[config.mk]
export PLATFORM = sky130hd
export DESIGN_NAME = rf_wb_arbiter
export DESIGN_NICKNAME = d
export VERILOG_FILES = /design/src/rtl/rf_wb_arbiter.sv
export SDC_FILE = /design/constraint.sdc
export NUM_CORES = 1
export LEC_CHECK = 0
export CAP_MARGIN = 30
export CELL_PAD_IN_SITES_DETAIL_PLACEMENT = 1
export CELL_PAD_IN_SITES_GLOBAL_PLACEMENT = 1
export CORE_ASPECT_RATIO = 2
export CORE_MARGIN = 3
export CORE_UTILIZATION = 32
export DETAILED_ROUTE_END_ITERATION = 6
export GPL_ROUTABILITY_DRIVEN = 0
export PLACE_DENSITY_LB_ADDON = 0.1
export SYNTH_ARGS = -nofsm -noshare
export SYNTH_HDL_FRONTEND = slang
export SYNTH_SLANG_ARGS = --single-unit
export TNS_END_PERCENT = 5
[constraint.sdc]
create_clock -name clk -period 5.6 [get_ports clk]
set_input_delay 1.68 -clock clk [delete_from_list [all_inputs] [get_ports clk]]
set_output_delay 1.68 -clock clk [all_outputs]
set_load 0.05 [all_outputs]
[src/rtl/rf_wb_arbiter.sv]
`default_nettype none
// ============================================================================
//  Module      : rf_wb_arbiter
//  Description : Round-robin arbiter that shares the single register-file
//                write port between NUM_SRC writeback sources.
//                Source 0 is ALU/execute, source 1 is LSU load return and
//                source 2 is MUL/DIV. A registered output stage drives the
//                RF write port. A per-register busy scoreboard tracks
//                long-latency destinations so that decode can stall on
//                RAW/WAW hazards.
//  Revision    : 1.0 - initial release
// ----------------------------------------------------------------------------
//  Ports
//    clk              : clock
//    rst_n            : synchronous, active-low reset
//    src_valid_i      : per-source writeback pending
//    src_ready_o      : per-source grant (one-hot or zero, combinational)
//    src_rd_addr_i    : packed destination addresses, source 0 in the LSBs
//    src_rd_data_i    : packed write data, source 0 in the LSBs
//    sb_set_i         : long-latency op issued, mark sb_set_addr_i busy
//    sb_set_addr_i    : destination of the issued long-latency op
//    idu_rs1_addr_i   : decode rs1 query
//    idu_rs2_addr_i   : decode rs2 query
//    idu_rd_addr_i    : decode rd query
//    idu_stall_o      : any queried register is busy
//    wb2rf_wr_req_o   : RF write enable
//    wb2rf_rd_addr_o  : RF write address
//    wb2rf_rd_data_o  : RF write data
// ============================================================================
module rf_wb_arbiter #(
    parameter int XLEN      = 32,
    parameter int RF_AWIDTH = 5,
    parameter int RF_SIZE   = 32,
    parameter int NUM_SRC   = 3
) (
    input  logic                           clk,
    input  logic                           rst_n,
    input  logic [NUM_SRC-1:0]             src_valid_i,
    output logic [NUM_SRC-1:0]             src_ready_o,
    input  logic [NUM_SRC*RF_AWIDTH-1:0]   src_rd_addr_i,
    input  logic [NUM_SRC*XLEN-1:0]        src_rd_data_i,
    input  logic                           sb_set_i,
    input  logic [RF_AWIDTH-1:0]           sb_set_addr_i,
    input  logic [RF_AWIDTH-1:0]           idu_rs1_addr_i,
    input  logic [RF_AWIDTH-1:0]           idu_rs2_addr_i,
    input  logic [RF_AWIDTH-1:0]           idu_rd_addr_i,
    output logic                           idu_stall_o,
    output logic                           wb2rf_wr_req_o,
    output logic [RF_AWIDTH-1:0]           wb2rf_rd_addr_o,
    output logic [XLEN-1:0]                wb2rf_rd_data_o
);

    localparam int C_PTR_W      = $clog2(NUM_SRC);
    localparam int C_ADDR_SPACE = 1 << RF_AWIDTH;

    logic [C_PTR_W-1:0]   r_rr_ptr;
    logic [RF_SIZE-1:0]   r_busy;
    logic                 r_wr_req;
    logic [RF_AWIDTH-1:0] r_wr_addr;
    logic [XLEN-1:0]      r_wr_data;

    logic [RF_AWIDTH-1:0] w_src_addr [NUM_SRC];
    logic [XLEN-1:0]      w_src_data [NUM_SRC];

    logic                 w_gnt_any;
    logic [C_PTR_W-1:0]   w_gnt_idx;
    logic [C_PTR_W-1:0]   w_ptr_nxt;
    logic [C_PTR_W-1:0]   w_scan_idx;
    int                   w_scan_sum;
    logic [C_ADDR_SPACE-1:0] w_busy_full;

    generate
        for (genvar gi = 0; gi < NUM_SRC; gi++) begin : g_src_unpack
            assign w_src_addr[gi] = src_rd_addr_i[gi*RF_AWIDTH +: RF_AWIDTH];
            assign w_src_data[gi] = src_rd_data_i[gi*XLEN +: XLEN];
        end
    endgenerate

    // Scan from rr_ptr upwards with wrap; the first valid source wins.
    always_comb begin
        w_gnt_any  = 1'b0;
        w_gnt_idx  = '0;
        w_scan_sum = 0;
        w_scan_idx = '0;
        for (int k = 0; k < NUM_SRC; k++) begin
            w_scan_sum = int'(r_rr_ptr) + k;
            if (w_scan_sum >= NUM_SRC) begin
                w_scan_sum = w_scan_sum - NUM_SRC;
            end
            w_scan_idx = C_PTR_W'(w_scan_sum);
            if (!w_gnt_any && src_valid_i[w_scan_idx]) begin
                w_gnt_any = 1'b1;
                w_gnt_idx = w_scan_idx;
            end
        end
        // No grants are issued while reset is held.
        if (!rst_n) begin
            w_gnt_any = 1'b0;
        end
    end

    always_comb begin
        w_ptr_nxt = r_rr_ptr;
        if (w_gnt_any) begin
            if (int'(w_gnt_idx) == NUM_SRC - 1) begin
                w_ptr_nxt = '0;
            end else begin
                w_ptr_nxt = w_gnt_idx + 1'b1;
            end
        end
    end

    assign src_ready_o = w_gnt_any ? (NUM_SRC'(1) << w_gnt_idx) : '0;

    // Registered write stage; a grant to x0 is consumed but never written.
    always_ff @(posedge clk) begin
        if (!rst_n) begin
            r_rr_ptr  <= '0;
            r_wr_req  <= 1'b0;
            r_wr_addr <= '0;
            r_wr_data <= '0;
        end else begin
            r_rr_ptr <= w_ptr_nxt;
            if (w_gnt_any) begin
                r_wr_req  <= (w_src_addr[w_gnt_idx] != '0);
                r_wr_addr <= w_src_addr[w_gnt_idx];
                r_wr_data <= w_src_data[w_gnt_idx];
            end else begin
                r_wr_req  <= 1'b0;
            end
        end
    end

    // Busy scoreboard: cleared with the RF commit, set by issue. The set is
    // written last so a same-edge set/clear leaves the register busy.
    always_ff @(posedge clk) begin
        if (!rst_n) begin
            r_busy <= '0;
        end else begin
            r_busy[0] <= 1'b0;
            for (int r = 1; r < RF_SIZE; r++) begin
                if (r_wr_req && (r_wr_addr == RF_AWIDTH'(r))) begin
                    r_busy[r] <= 1'b0;
                end
                if (sb_set_i && (sb_set_addr_i == RF_AWIDTH'(r))) begin
                    r_busy[r] <= 1'b1;
                end
            end
        end
    end

    // Widen to the full address space so any query address indexes safely.
    assign w_busy_full = C_ADDR_SPACE'(r_busy);

    assign idu_stall_o = w_busy_full[idu_rs1_addr_i]
                       | w_busy_full[idu_rs2_addr_i]
                       | w_busy_full[idu_rd_addr_i];

    assign wb2rf_wr_req_o  = r_wr_req;
    assign wb2rf_rd_addr_o = r_wr_addr;
    assign wb2rf_rd_data_o = r_wr_data;

endmodule
`default_nettype wire

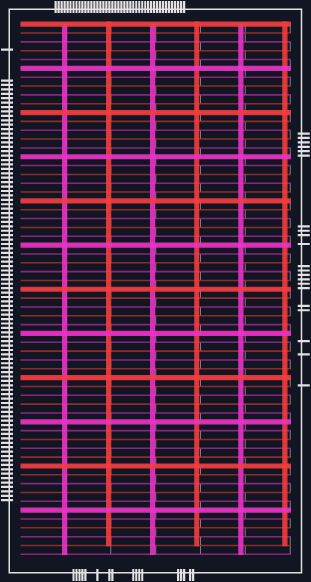
Figure 1: floorplan with the power grid.
Pins as bars on the die edge. Tap cells in gray.
Key: magenta = VSS; red = VDD
12 straps on met5. 179 signal pins sit on the boundary.

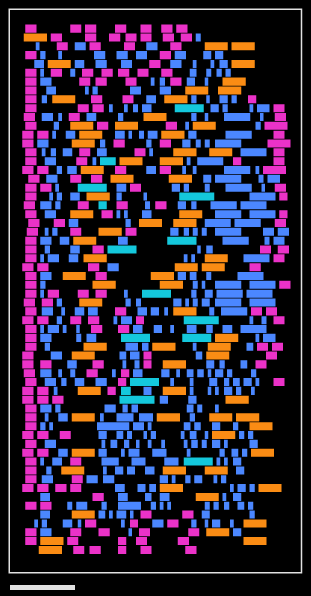
Figure 2: placed cells, one color a class.
Scale bar: 20 µm.
Key: cyan = clock drivers and dummy loads [cells 15, share of their area 5.3%]; blue = remaining logic cells [cells 380, share of their area 44%]; orange = registers [cells 71, share of their area 22%]; magenta = remaining buffers and delay cells [cells 190, share of their area 29%]

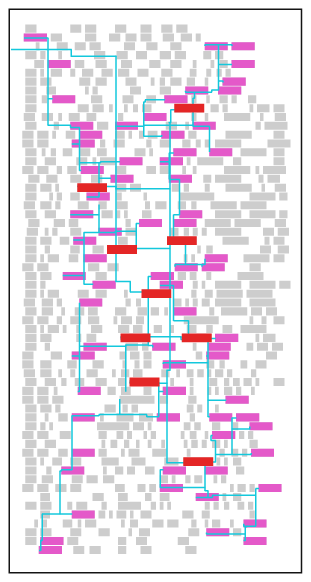
Figure 3: routed clock nets over the placement.
Key: cyan = clock wires [length 1040 µm]; magenta = flip-flops [count 71]; red = clock-net drivers [count 9]
There are 10 routed clock nets.

==> results.json <==
{
  "run_status": "completed",
  "yosys_warnings": 0,
  "ys_cells": 492,
  "finalPower_mw": 3.40,
  "finish.instance_area_um2": 6790,
  "drt-met1-wl_um": 5440,
  "num_io_pins": 179,
  "powerDensity_nw_per_um2": 501,
  "irDropWorstVdd_mv": 0.309,
  "layout-drive-gt1-share_pct": 10.7,
  "report.final.setup_viol": 0,
  "crit_chain": "clkdlybuf4s50_1, buf_12, mux4_2, mux4_2, mux2i_1, nand3_1, buf_4",
  "library_cell_with_the_highest_instance_count_after_synthesis": "dfxtp_1",
  "cap_violations": 0,
  "cts.path.max_buffers": 2,
  "grt_remaining_overflow": 0,
  "timing.max_slew.rel_slack_pct": 38.1,
  "detailedPlace.worstSlack_ns": 0.137,
  "die_h_um": 173,
  "arrival_ns": 3.77,
  "met3RoutedLength_um": 933,
  "cts_made_buffers": 9,
  "synthesis.instances": 492,
  "rsz0062_at_grt": "false",
  "grt_first_pass_wirelength_um": 25900,
  "hpwlAfterDp_um": 13700,
  "logic_area_um2": 2870,
  "post_synth_main_area_contributors": "dfxtp_1 (32%), mux4_2 (14%), mux2i_1 (9.6%)",
  "ctsRootBufferMaster": "clkbuf_16",
  "asyncSetResetFlopFracSynth_pct": 0,
  "final_max_slew_viol_count": 0,
  "drc_viols": 0,
  "synth_top_cell_by_area": "dfxtp_1",
  "cts.clk_slew.worst_paths_ns": 0.06,
  "syn_area_per_cell_um2": 9.07,
  "critical_path_peak_fanout": 9,
  "antenna_violations_before_repair": 1,
  "power.static_leakage_nw": 2.62,
  "place.port_buffers": 178,
  "std_cell_rows": 60,
  "enable_flop_cells": 0,
  "post_cts_hold_buffer_count": 0,
  "via_count_of_the_first_global_routing_pass": 4910,
  "synthesis.area_um2": 4460,
  "worstSkewPairLatency_ns": 0.33,
  "worst-endpoint-required_ns": 3.92
}
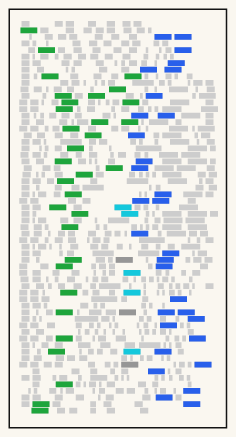
Figure 4: register map, names as in the netlist.
Key: cyan = `wb2rf_rd_addr_o` [placed flops 5]; green = `wb2rf_rd_data_o` [placed flops 32]; blue = `r_busy` [placed flops 31, where a vertical strip on the right]

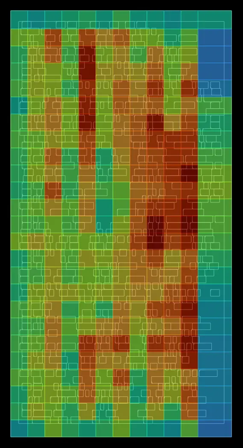
Figure 5: track usage over the die.
Core Util, Final: 50.0%
global-route total usage across every layer: 22.3%
GRT Max-Usage Layer: met2
routing usage on met2: 43.2%

[kinds of logic after synthesis]
group                      after synthesis  share of synthesized area [%]
and+or+nand+nor                        141                           14.5
buffers and inverters                   45                           4.40
adders and majority gates                4                           1.12
AOI/OAI and AO/OA                      156                           23.4
DFF                                     71                           31.8
muxes                                   75                           24.7
[cell type report]
type	count	area share [%]
multi-input cells	376	42.3
repair buffers	190	28.0
flip-flops and latches	71	20.9
clock buffers	10	3.52
well taps	186	3.43
clock inverters	5	1.57
inverters	4	0.221
diodes	1	0.0369
[worst max-delay path, delay by kind of cell]
kind | cells | cell delay, ns
buffers and inverters | 3 | 0.86
multiplexers | 3 | 1.13
AND/OR/NAND/NOR | 1 | 0.09
[power by group]
part / total (mW) / leakage [nW] / internal [mW] / switching [mW]
combinational: 2.00 / 1.87 / 0.783 / 1.21
clock: 0.663 / 0.165 / 0.445 / 0.218
sequential: 0.740 / 0.583 / 0.633 / 0.107
total: 3.40 / 2.62 / 1.86 / 1.54
[registers in the layout (all words and copies together), names as in the netlist]
signal and count:
wb2rf_rd_addr_o 5, wb2rf_rd_data_o 32, r_busy 31, r_rr_ptr 2, wb2rf_wr_req_o 1
[path summary, 6_finish.rpt]
| kind | endpoint | cells past startpoint | startpoint | slack (ns) |
|---|---|---|---|---|
| worst max-delay path | idu_stall_o | 7 | idu_rd_addr_i[0] | 0.15 |
| worst min-delay path | wb2rf_rd_data_o[24]$_SDFFE_PN0P_ | 1 | wb2rf_rd_data_o[24]$_SDFFE_PN0P_ | 0.48 |
| worst max register to register | wb2rf_wr_req_o$_SDFF_PN0_ | 9 | r_rr_ptr[1]$_SDFFE_PN0P_ | 2.24 |
| worst min register to register | wb2rf_rd_data_o[24]$_SDFFE_PN0P_ | 1 | wb2rf_rd_data_o[24]$_SDFFE_PN0P_ | 0.48 |
[metal layers]
layer	track usage (%)	vias to the layer above
met5	0	-
met4	11.4	0
met3	5.34	47
met2	43.2	182
met1	19.7	2152
li1	-	2130
[placed cells by master (no fill, tap or decap), types with 2 or more instances in the layout]
cell type and count:
a21boi_0 33, mux2_2 3, clkdlybuf4s50_1 174, nand4b_1 3, nand3_1 12, nor2b_1 10, a211o_1 5, mux4_2 27
mux2i_1 43, nor3_1 3, nand2_1 46, nand3b_1 4, or2_2 2, o21ai_0 38, mux2_4 2, ha_1 4
nor2_1 47, nand2b_1 7, buf_12 3, a21boi_1 4, inv_1 4, buf_4 13, dfxtp_1 71, and3_1 2
a22o_1 32, a21oi_1 35, clkbuf_16 9, bufinv_16 3
Power and IR drop assume default switching activity.
